Figure 1. I/O pins on the die edge (run 1).
(6 px per um) Pins as bars across the die edge, other pins in grey.
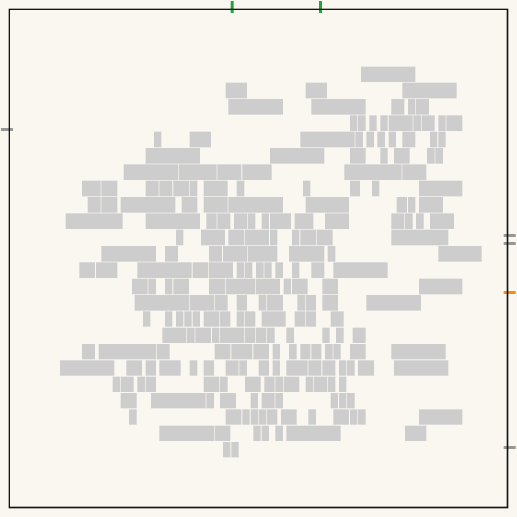
Figure 2. Wires at chosen ports, followed through buffers (run 1).
(3 px per um)
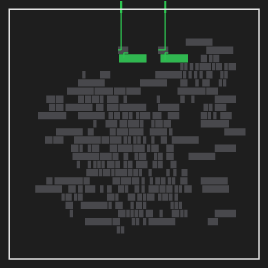
Figure 3. Sizing map (run 1).
(6 px per um)
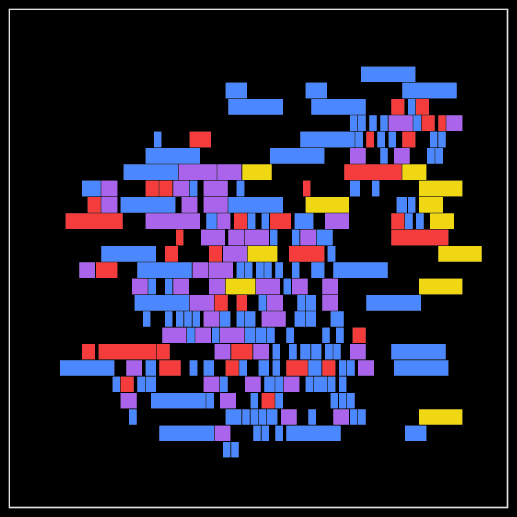
**src/rtl/switch_pkg.sv**
```systemverilog
// Shared constants and types for the switch debounce path.
package switch_pkg;

  localparam int unsigned SW_WIDTH          = 2;
  localparam int unsigned SW_STABLE_CYCLES  = 50000;
  localparam int unsigned SW_COUNT_W        = 16;
  localparam int unsigned SIM_STABLE_CYCLES = 4;

  typedef logic [SW_WIDTH-1:0] sw_vec_t;

endpackage

```
**src/rtl/sync2.sv**
```systemverilog
// Two-flop synchroniser for asynchronous inputs; resets to zero.
module sync2 #(
  parameter int unsigned W = 1
) (
  input  logic         clk,
  input  logic         rst_n,
  input  logic [W-1:0] i_d,
  output logic [W-1:0] o_q
);

  logic [W-1:0] r_s1;

  always_ff @(posedge clk or negedge rst_n) begin
    if (!rst_n) begin
      r_s1 <= '0;
      o_q  <= '0;
    end else begin
      r_s1 <= i_d;
      o_q  <= r_s1;
    end
  end

endmodule

```
**src/rtl/switch_debounce.sv**
```systemverilog
// Synchronises and debounces a switch vector; emits a one-cycle change strobe.
// Optional SWITCH_DEBOUNCE_EDGE_EN adds registered per-bit RISE/FALL strobes.
module switch_debounce
  import switch_pkg::*;
#(
  parameter int unsigned WIDTH         = SW_WIDTH,
  parameter int unsigned STABLE_CYCLES = SW_STABLE_CYCLES,
  parameter int unsigned COUNT_W       = SW_COUNT_W
) (
  input  logic             CLK,
  input  logic             RESETN,
  input  logic [WIDTH-1:0] I,
  output logic [WIDTH-1:0] O,
  output logic             CHANGED
`ifdef SWITCH_DEBOUNCE_EDGE_EN
  ,
  output logic [WIDTH-1:0] RISE,
  output logic [WIDTH-1:0] FALL
`endif
);

  localparam logic [COUNT_W-1:0] CNT_LAST = COUNT_W'(STABLE_CYCLES - 1);

  logic [WIDTH-1:0]   w_s;
  logic [WIDTH-1:0]   r_cand;
  logic [COUNT_W-1:0] r_cnt;
  logic [WIDTH-1:0]   r_o;
  logic               r_changed;
`ifdef SWITCH_DEBOUNCE_EDGE_EN
  logic [WIDTH-1:0]   r_rise;
  logic [WIDTH-1:0]   r_fall;
`endif

  sync2 #(.W(WIDTH)) u_sync (
    .clk   (CLK),
    .rst_n (RESETN),
    .i_d   (I),
    .o_q   (w_s)
  );

  // Whole vector shares one counter: any bit moving restarts the count.
  always_ff @(posedge CLK or negedge RESETN) begin
    if (!RESETN) begin
      r_cand    <= '0;
      r_cnt     <= '0;
      r_o       <= '0;
      r_changed <= 1'b0;
`ifdef SWITCH_DEBOUNCE_EDGE_EN
      r_rise    <= '0;
      r_fall    <= '0;
`endif
    end else begin
      r_changed <= 1'b0;
`ifdef SWITCH_DEBOUNCE_EDGE_EN
      r_rise    <= '0;
      r_fall    <= '0;
`endif
      if (w_s != r_cand) begin
        r_cand <= w_s;
        r_cnt  <= '0;
      end else if (r_cand != r_o) begin
        if (r_cnt == CNT_LAST) begin
          r_o       <= r_cand;
          r_changed <= 1'b1;
          r_cnt     <= '0;
`ifdef SWITCH_DEBOUNCE_EDGE_EN
          r_rise    <= r_cand & ~r_o;
          r_fall    <= ~r_cand & r_o;
`endif
        end else begin
          r_cnt <= r_cnt + COUNT_W'(1);
        end
      end else begin
        r_cnt <= '0;
      end
    end
  end

  assign O       = r_o;
  assign CHANGED = r_changed;
`ifdef SWITCH_DEBOUNCE_EDGE_EN
  assign RISE    = r_rise;
  assign FALL    = r_fall;
`endif

endmodule

```
**config.mk**
```make
export PLATFORM = sky130hd
export DESIGN_NAME = switch_debounce
export DESIGN_NICKNAME = d
export VERILOG_FILES = /design/src/rtl/switch_pkg.sv /design/src/rtl/sync2.sv /design/src/rtl/switch_debounce.sv
export SDC_FILE = /design/constraint.sdc
export NUM_CORES = 1
export LEC_CHECK = 0
export ABC_AREA = 1
export CORE_MARGIN = 4
export CORE_UTILIZATION = 24
export DETAILED_ROUTE_END_ITERATION = 8
export HOLD_SLACK_MARGIN = 0.06
export PLACE_DENSITY = 0.4
export SYNTH_ARGS = -nofsm -noshare
export SYNTH_HDL_FRONTEND = slang
export SYNTH_SLANG_ARGS = --single-unit
```
**constraint.sdc**
```tcl
create_clock -name CLK -period 1.2 [get_ports CLK]
set_input_delay 0.24 -clock CLK [delete_from_list [all_inputs] [get_ports CLK]]
set_output_delay 0.24 -clock CLK [all_outputs]
set_load 0.05 [all_outputs]
```
==> flow_summary.ini, run 1 <==
; synthesis and place-and-route metrics
[layout]
clkCellAreaFrac = 0.0226
nFillCells = 544
sh_comb_area = 0.373
lay_top_cells = nand2_1 (37), buf_4 (33), inv_1 (24)
num-nets-final = 235
final_core_util = 0.389
regMostFlops = r_cnt
largest_register_ffs = 16
inverters = 29
drive_gt1_frac = 0.419
ff_latch_area_um2 = 631
clockBufferCount = 3
buf_share = 0.201
diodes = 0

[synth]
edf_count = 0
post-synth-top-area-cell = dfrtp_1
ys.flop_type = dfrtp_1
synthSimpleGateAreaFrac = 0.393
yosys_warnings = 0
area_leaders = dfrtp_1 (47%), nand2_1 (12%), nor2_1 (9.8%)
yosys_cells = 182
syn-num-nets = 187
ys_seq_share = 0.466
aoi_share = 0.0252
xor_area_frac = 0.0196

[clocking]
cts_htree_levels = 1
post_cts_buffers = 4
cts_hold_buffers = 0
numCtsBuffers = 3
numClockSinks = 25
clock_path_buffers = 2
cts_resized = 18
root_buffer = clkbuf_8
cts_tree = built
path_clk_slew_ns = 0.09

[place]
gp_congestion = 0.825
dp.cells = 288
dp_hpwl_um = 2430
dp_slack_ns = -0.158
portBuffers = 6

[routing]
wl_met3_um = 105
wirelength_um = 3350
via_per_inst = 4.24
detail-route-antenna-nets = 0
drc = 0
wl_met2_um = 1550
num_vias = 1267

[floorplan]
core-area_um2 = 5270
num_rows = 26
boundaryPins = 7
core_util_floorplan = 0.255

[global_route]
grt_start_max_net_pins = 26
grt_pass1_wl_um = 5480
grt_use_met2 = 0.160
grtUsageMet1 = 0.149
overflow = 0
top_usage_layer = met2

[worst_setup_path]
setup.worst_path.end = r_cnt[4]$_DFF_PN0_
r2r_end = r_cnt[4]$_DFF_PN0_
crit_path_end_kind = register
crit_required_ns = 1.36
cp_max_fo = 7
cp_num_cells = 8
crit_path_start = r_cnt[0]$_DFF_PN0_

[power_and_ir_drop]
ir_worst_vdd_mv = 0.378
pwr-share-comb = 0.080
power_leader = sequential cells
leakage_nw = 0.954
powerSeq_uw = 864
intPower_mw = 1.14
fin_total_pwr_mw = 1.49
powerClk_uw = 511
clkPwrFrac = 0.342
p_sw_uw = 353

[final_timing]
period_used_share = 1.06
setup_viol = 17
rsz0062_at_grt = true
tns_ns = -0.763
drv_slew = 0
fin_ws_ns = -0.0665
max_freq_mhz = 790
worst_slew_pin_slew_ns = 0.220
finalClockSkew_ns = 0.00781

[outcome]
violations = negative setup slack
outcome = finished, violations left

[min_path]
hold_class = input pin to asynchronous set/reset pin

[flow_run]
drv_cap = 0
openroad.warnings = 29
Back to the opening pictures, Figure 1:
- orange: CHANGED (pins 1; direction output; edge right)
- green: I (pins 2; direction input; edge top)
- all pins by edge: 4 right, 2 top, 1 left

Back to the opening pictures, Figure 2:
- green: I (bits 2; direction input; edge top; end cells 2; wire 35.8 um)

Back to the opening pictures, Figure 3:
- red: x2 (cells 35; share 15%)
- yellow: x6 and larger (cells 11; share 4.8%)
- blue: x1 and smaller (cells 133; share 58%)
- purple: x3 and x4 (cells 50; share 22%)

==> run 2, diff against run 1 <==
- CTS_BUF_LIST: unset -> sky130_fd_sc_hd__clkbuf_8
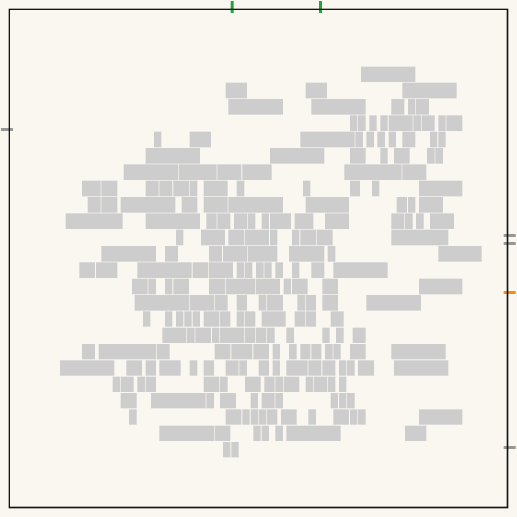
Figure 4: run 2, I/O pins on the die edge.
(6 px per um) Pins as bars across the die edge, other pins in grey.
- green: I (pins 2; direction input; edge top)
- orange: CHANGED (pins 1; direction output; edge right)
- all pins by edge: 4 right, 2 top, 1 left
die span in x: 82.8 um
Buffers on Ports: 6
Die H: 82.8 um

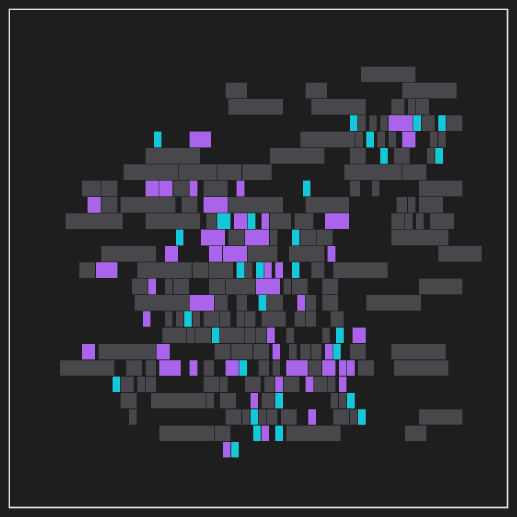
Figure 5: run 2, gate families picked out.
(6 px per um)
- cyan: inv cells (cells 29; most used inv_1)
- purple: nor cells (cells 46; most used nor2_1)

==> flow_summary.ini, run 2 <==
; synthesis and place-and-route metrics
[layout]
final_core_util = 0.389
drive_gt1_frac = 0.419
regMostFlops = r_cnt
clockBufferCount = 3
ff_latch_area_um2 = 631
clkCellAreaFrac = 0.0226
inverters = 29
diodes = 0
sh_comb_area = 0.373
num-nets-final = 235

[power_and_ir_drop]
powerSeq_uw = 864
leakage_nw = 0.954
pwr-share-comb = 0.080
fin_total_pwr_mw = 1.49
clkPwrFrac = 0.342
power_leader = sequential cells
p_sw_uw = 353
intPower_mw = 1.14

[final_timing]
drv_slew = 0
max_freq_mhz = 790
finalClockSkew_ns = 0.00781
rsz0062_at_grt = true
worst_slew_pin_slew_ns = 0.220
period_used_share = 1.06
tns_ns = -0.763
fin_ws_ns = -0.0665
setup_viol = 17

[synth]
ys_seq_share = 0.466
aoi_share = 0.0252
edf_count = 0
syn-num-nets = 187
area_leaders = dfrtp_1 (47%), nand2_1 (12%), nor2_1 (9.8%)
yosys_cells = 182
yosys_warnings = 0
synthSimpleGateAreaFrac = 0.393
ys.flop_type = dfrtp_1

[clocking]
numClockSinks = 25
numCtsBuffers = 3
cts_htree_levels = 1
clock_path_buffers = 2
post_cts_buffers = 4
path_clk_slew_ns = 0.09
cts_tree = built
cts_resized = 18
root_buffer = clkbuf_8

[outcome]
outcome = finished, violations left
violations = negative setup slack

[flow_run]
openroad.warnings = 29
drv_cap = 0

[worst_setup_path]
cp_num_cells = 8
crit_path_start = r_cnt[0]$_DFF_PN0_
setup.worst_path.end = r_cnt[4]$_DFF_PN0_
cp_max_fo = 7

[min_path]
hold_class = input pin to asynchronous set/reset pin

[global_route]
grt_pass1_wl_um = 5480
overflow = 0
grt_start_max_net_pins = 26

[routing]
num_vias = 1267
detail-route-antenna-nets = 0
wirelength_um = 3350
wl_met3_um = 105
drc = 0

[floorplan]
core-area_um2 = 5270
boundaryPins = 7
num_rows = 26

[place]
dp.cells = 288
dp_slack_ns = -0.158
gp_congestion = 0.825
Figure 6. Sizing map (run 2).
(6 px per um)
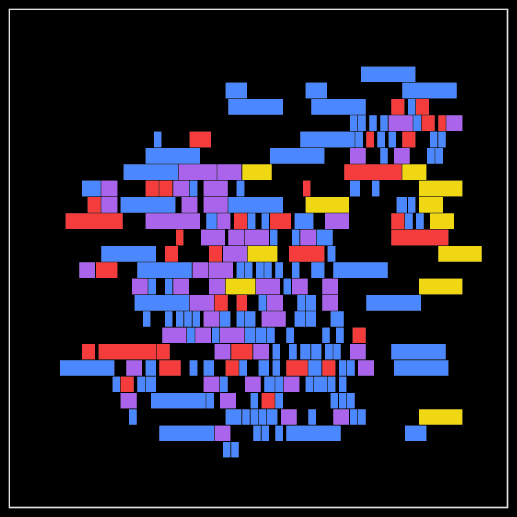

==> run 3, diff against run 2 <==
- clock period: 1.2 -> 1 ns (I/O delays scaled with it)
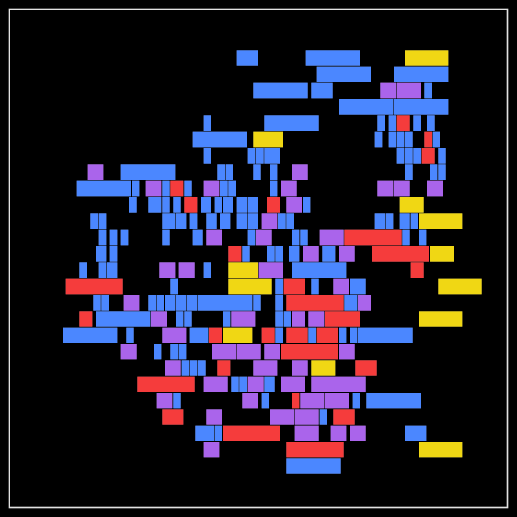
Figure 7: run 3, sizing map.
(6 px per um)
- purple: x3 and x4 (cells 51; share 22%)
- blue: x1 and smaller (cells 138; share 60%)
- yellow: x6 and larger (cells 12; share 5.2%)
- red: x2 (cells 28; share 12%)
post-route cell area: 2050 um2
area growth from synthesis to layout: 52.7%

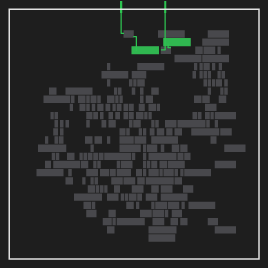
Figure 8: run 3, wires at chosen ports, followed through buffers.
(3 px per um)
- green: I (bits 2; direction input; edge top; end cells 2; wire 31.0 um)

==> flow_summary.ini, run 3 <==
; synthesis and place-and-route metrics
[routing]
wl_met2_um = 1660
wl_met3_um = 107
detail-route-antenna-nets = 0
via_per_inst = 4.25
num_vias = 1270

[floorplan]
die_h_um = 82.8
boundaryPins = 7
die_w_um = 82.8
num_rows = 26

[synth]
area_leaders = dfrtp_1 (47%), nand2_1 (12%), nor2_1 (9.8%)
aoi_share = 0.0252
ys_seq_share = 0.466
xor_area_frac = 0.0196
yosys_cells = 182

[layout]
clkCellAreaFrac = 0.0220
sh_comb_area = 0.369
final_core_util = 0.389
inverters = 29
drive_gt1_frac = 0.397
regMostFlops = r_cnt
clockBufferCount = 3
diodes = 0
lay_top_cells = nand2_1 (40), buf_4 (33), inv_1 (26)
nFillCells = 553

[final_timing]
setup_viol = 22
worst_slew_pin_slew_ns = 0.243
fin_ws_ns = -0.297
max_freq_mhz = 771

[power_and_ir_drop]
intPower_mw = 1.37
powerSeq_mw = 1.04
leakage_nw = 0.935
ir_worst_vdd_mv = 0.456
power_leader = sequential cells
fin_total_pwr_mw = 1.78
clkPwrFrac = 0.336

[clocking]
path_clk_slew_ns = 0.09
cts_hold_buffers = 0
cts_htree_levels = 1
cts_resized = 17
numClockSinks = 25

[global_route]
grt_pass1_wl_um = 5570
grtUsageMet1 = 0.140
grt_use_met2 = 0.182
top_usage_layer = met2

[outcome]
outcome = finished, violations left
violations = negative setup slack

[min_path]
hold_class = input pin to asynchronous set/reset pin

[place]
gp_congestion = 0.845

[worst_setup_path]
cp_num_cells = 8
crit_path_end_kind = register
cp_max_fo = 7
crit_required_ns = 1.20

[flow_run]
drv_cap = 0
Power is estimated from default activity; no workload was simulated.
